Design pong_frame_render_ctrl, sky130hd; sources not shown.
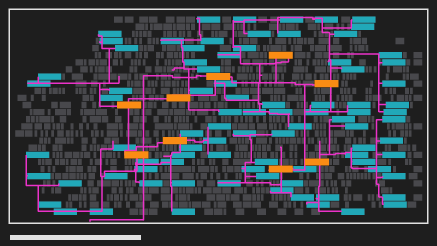
*Clock distribution*
Scale bar: 50 um.
legend:
  cyan:
    item: flip-flops
    count: 87
  magenta:
    item: clock wires
    length: 1200 um
  orange:
    item: clock-net drivers
    count: 9
flops lie: spread over the die
insertion delay to the later sink of the worst-skew pair: 0.34 ns
Clock power frac: 14.5%

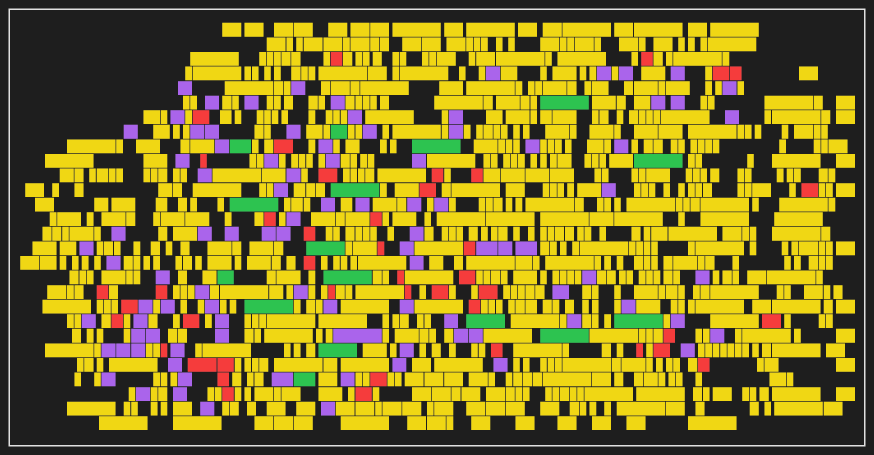
*Drive-strength map*
legend:
  purple:
    size: x3 and x4
    cells: 94
    share: 9.1%
  green:
    size: x6 and larger
    cells: 16
    share: 1.6%
  red:
    size: x2
    cells: 43
    share: 4.2%
  yellow:
    size: x1 and smaller
    cells: 876
    share: 85%
post-route cell area: 8046 um^2
number of signal-net buffers in the layout: 180
Area growth syn-to-layout: 31.57%
final setup margin: 0.1407 ns

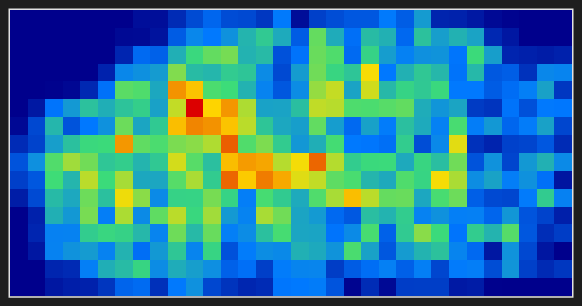
*Wiring heat map*
The die is cut into 32 by 16 equal tiles; dark blue is low, red is high, scaled to the fullest tile. Values are wire area over tile area, all layers added.
mean over tiles: 0.19
emptiest ninth of the die: upper left
nearly empty tiles: 11%
densest ninth of the die: center
tiles over half the peak: 20%
detailed-route wire length: 15540 um
GRT Overall Usage: 24.58%

==> run summary <==
Notes on the flow outputs.

- The cell that appears most often on the critical path is nand2_1.
- The fraction of the core area covered by cells at the end of the flow is 67.75%.
- The row count is 28.
- The number of buffers inserted for hold repair after clock tree synthesis is 0.
- The number of vias per cell is 4.894.
- The net count of the finished layout is 1144.
- The internal power of the cells reads 3.763 mW.
- The core footprint reads 11880 um^2.
- The classification of the worst setup path is register to register.
- The via count of the first global-routing pass is 5448.
- The sequential cell area fraction in the yosys report is 35.60%.
- The share of total power in combinational logic is 61.4%.
- The flow ran to the end, and the final reports show no timing, DRC or antenna violations.
- After the flow finishes, the layout carries non-filler instances totaling 1194.
- The number of cell instances after yosys synthesis reads 861.
- The required time reported for the critical path endpoint reads 3.58 ns.
- The H-tree level count reads 3.
- The count of placed standard cells including taps is 1173.
- Setup repair after global routing could not meet its margin everywhere.
- On the reported timing paths, the clock transition at the registers reads 0.07 ns.
- The sequential share of power reads 24.0%.
- The final routed wire length divided by cell count is 13.02 um.
- The hold violation total from the final report is 0.
- The category of the worst setup path launch point is a register.
- dfrtp_1 takes more of the synthesized area than any other cell.
- The total of warnings raised by yosys is 0.
- The total buffers and inverters traversed by the critical path reads 4.
- The cell count after synthesis reads 861.
- The total number of warnings across the stage logs reads 35.
- The maximum clock frequency reads 316.5 MHz.
- The static leakage reads 4.359 nW.
- The net switching power in the latest report is 3.013 mW.
- The post-synthesis chip area from yosys is 6116 um^2.
- Looking at the critical path, the highest net fanout was 13.
- Across all register-to-register paths, the minimum setup slack is 0.14 ns.
- The ratio of cells with drive above 1 in the final layout reads 14.87%.
- The number of antenna violations at the first check in global routing reads 0.
- STA classifies the critical path endpoint as a register.
- The synthesized design contains 87 register bits.
- The placed wire-length estimate after detailed placement reads 12000 um.
- The main area contributors are dfrtp_1 (36%), nand2_1 (18%), ha_1 (11%), inv_1 (8.0%), nand3_1 (6.7%).
- Entering global routing, the biggest net connects 46 pins.
- The number of remaining DRC errors reads 0.
- The final weighted congestion in routability-driven placement reads 0.9351.
- Summing all placed instances gives a cell area of 7647 um^2.
- The share of the core filled by cells before placement reads 51.50%.
- The number of nets with antenna violations after detailed routing is 0.
- The ratio of final minimum period to clock period reads 95.74%.
- The mapped cell area is 6116 um^2.
- The clock period minus worst slack is 3.159 ns.
- The count of final max-slew check failures is 0.
- The wire length of the first global-routing pass reads 25370 um.
- The post-place setup slack reads -0.1380 ns.
- The logic depth of the worst path, buffers included reads 23.
- The slowest stage of the critical path is the dfrtp_1 cell.
- The number of antenna diodes reads 0.
- The worst endpoint data arrival time is 3.43 ns.
- TritonCTS built the clock tree.
- The final total power reads 6.776 mW.
- The slew at the pin closest to its max-slew limit is 0.5916 ns.
- The total I/O pin count reads 91.
- The maximum cell stage delay along the critical path is 0.42 ns.
- The die footprint is 12940 um^2.
- The category of cells accounting for the largest share of critical-path delay reads simple AND/OR/NAND/NOR gates.
- The peak supply drop is 369.8 uV.
- The total power density per cell area reads 842.1 nW/um^2.
- The total number of vias reads 5844.
- The count of cell types in the netlist reads 33.
- Checking hold timing, the worst path is listed with class primary input to asynchronous set/reset pin.
- The synthesized area divided by synthesized cell count is 7.103 um^2.
- The global route total overflow reads 0.
- The vertical die dimension reported for this design is 81.21 um.
- For reference, the critical path cell chain is inv_2, ha_4, nand2_4, buf_12, buf_4, buf_4, nand2_1, nand2_1, nor2_2, nand3_1, nand3_2, nand3b_1, ha_1, nand3_1, nand2_1, nand2_1, nand3_1, nand4_1, nor2_1, nand2_1, nor2_1, nand2_1, nand2_1.
- The fraction of power spent switching nets reads 44.47%.
- The worst clock skew on the final layout is 0.008782 ns.
- The tally of buffers added on design ports is 90.
- The synthesized netlist net count is 981.
- Endpoints with negative setup slack in the final report add up to 0.
- The number of buffers between clock root and the deepest sink is 2.
- The number of sinks on the clock net reads 87.
- Once iteration 0 of detailed routing completed, the report listed 374 DRC markers.
- The number of clock buffers inserted by TritonCTS reads 9.
- The max-slew headroom at the worst pin reads 60.56%.
- The worst-case reg-to-reg path depth is 23.
- Max-cap violations in this run came to 0.
- The filler cell count in the final layout reads 941.
- The pre-antenna-repair detailed-routing pass consisted of 5 iterations.
- The root buffer cell chosen for the clock tree is clkbuf_16.
- The area fraction of the largest cell type after synthesis is 35.60%.
-- power by group through the flow --
stage	clock, mW	combinational [mW]	sequential [mW]
floorplan	0	2.60	1.63
global placement	0	3.89	1.63
detailed placement	0	3.99	1.65
CTS	1.01	4.04	1.63
global route	1.04	4.72	1.67
finish	0.985	4.16	1.63
-- kinds of logic after synthesis --
| kind of cell | share of synthesized area [%] |
|---|---|
| buf+inv | 12.09 |
| mux | 0.1637 |
| simple gates | 31.81 |
| fa+ha+maj | 11.25 |
| xor+xnor | 2.005 |
| flops | 35.60 |
| compound gates | 7.079 |
-- area by class of cell --
cell class                 count  area, um^2  share of cell area [%]
clock buffer                  10       229.0                   2.846
clock inverter                 6       52.55                  0.6531
inverter                     134       503.0                   6.251
multi-input combinational    612        3261                   40.52
sequential                    87        2177                   27.06
tap                          165       206.4                   2.566
timing repair buffer         180        1618                   20.11
-- per-stage QoR --
stage / setup TNS (ns) / hold WS [ns]
after CTS: 0 / 0.1773
after global routing: -0.1206 / 0.2092
after floorplan: 0 / 0.1994
after global placement: -0.1666 / 0.4486
after detailed placement: -0.2405 / 0.4435
final: 0 / 0.1523
-- repair_timing --
item	4_1_cts	5_1_grt
setup endpoints to repair	2	2
pin swaps	0	4
buffers inserted	0	5
gates resized	1	24
-- worst register-to-register path, delay by kind of cell, from the launching register on --
family                   cells  cell delay (ns)
AND/OR/NAND/NOR             17             1.64
buffers and inverters        4             0.52
adder cells (fa/ha/maj)      2             0.50
flip-flops                   1             0.42
-- synthesized netlist by cell type --
| cell type | instances |
|---|---|
| nand2_1 | 286 |
| inv_1 | 130 |
| dfrtp_1 | 87 |
| nand3_1 | 82 |
| nor2_1 | 70 |
| ha_1 | 55 |
| a21oi_1 | 25 |
| o21ai_1 | 17 |
| o21ai_0 | 15 |
| buf_4 | 11 |
| buf_6 | 11 |
| xor2_1 | 10 |
| o21ai_2 | 9 |
| nand4_1 | 8 |
| buf_2 | 6 |
| nand2_2 | 6 |
| inv_2 | 4 |
| xnor2_1 | 4 |
| nand3b_1 | 3 |
| nor2_2 | 3 |
| or2_2 | 3 |
| a21boi_0 | 2 |
| a21o_1 | 2 |
| nor3_2 | 2 |
| nor3b_1 | 2 |
| a21oi_2 | 1 |
| a31o_2 | 1 |
| a31oi_1 | 1 |
| mux2i_1 | 1 |
| nand2_4 | 1 |
| nor3_1 | 1 |
| o211ai_1 | 1 |
| o21a_1 | 1 |
-- routing by layer --
metal,GRT usage (%),wire length (um),vias to the layer above
met5,0,0,-
met4,6.604,248,0
met3,4.086,675,23
met2,40.96,7094,127
met1,33.53,7521,2680
li1,-,-,3014
-- cell usage in the layout, fill, tap and decap left out, types with 13 or more instances in the layout --
cell,n
a21oi_1,25
buf_4,87
clkdlybuf4s50_1,88
dfrtp_1,87
ha_1,53
inv_1,127
nand2_1,281
nand3_1,80
nor2_1,66
o21ai_0,13
o21ai_1,18
Power is estimated from default activity; no workload was simulated.
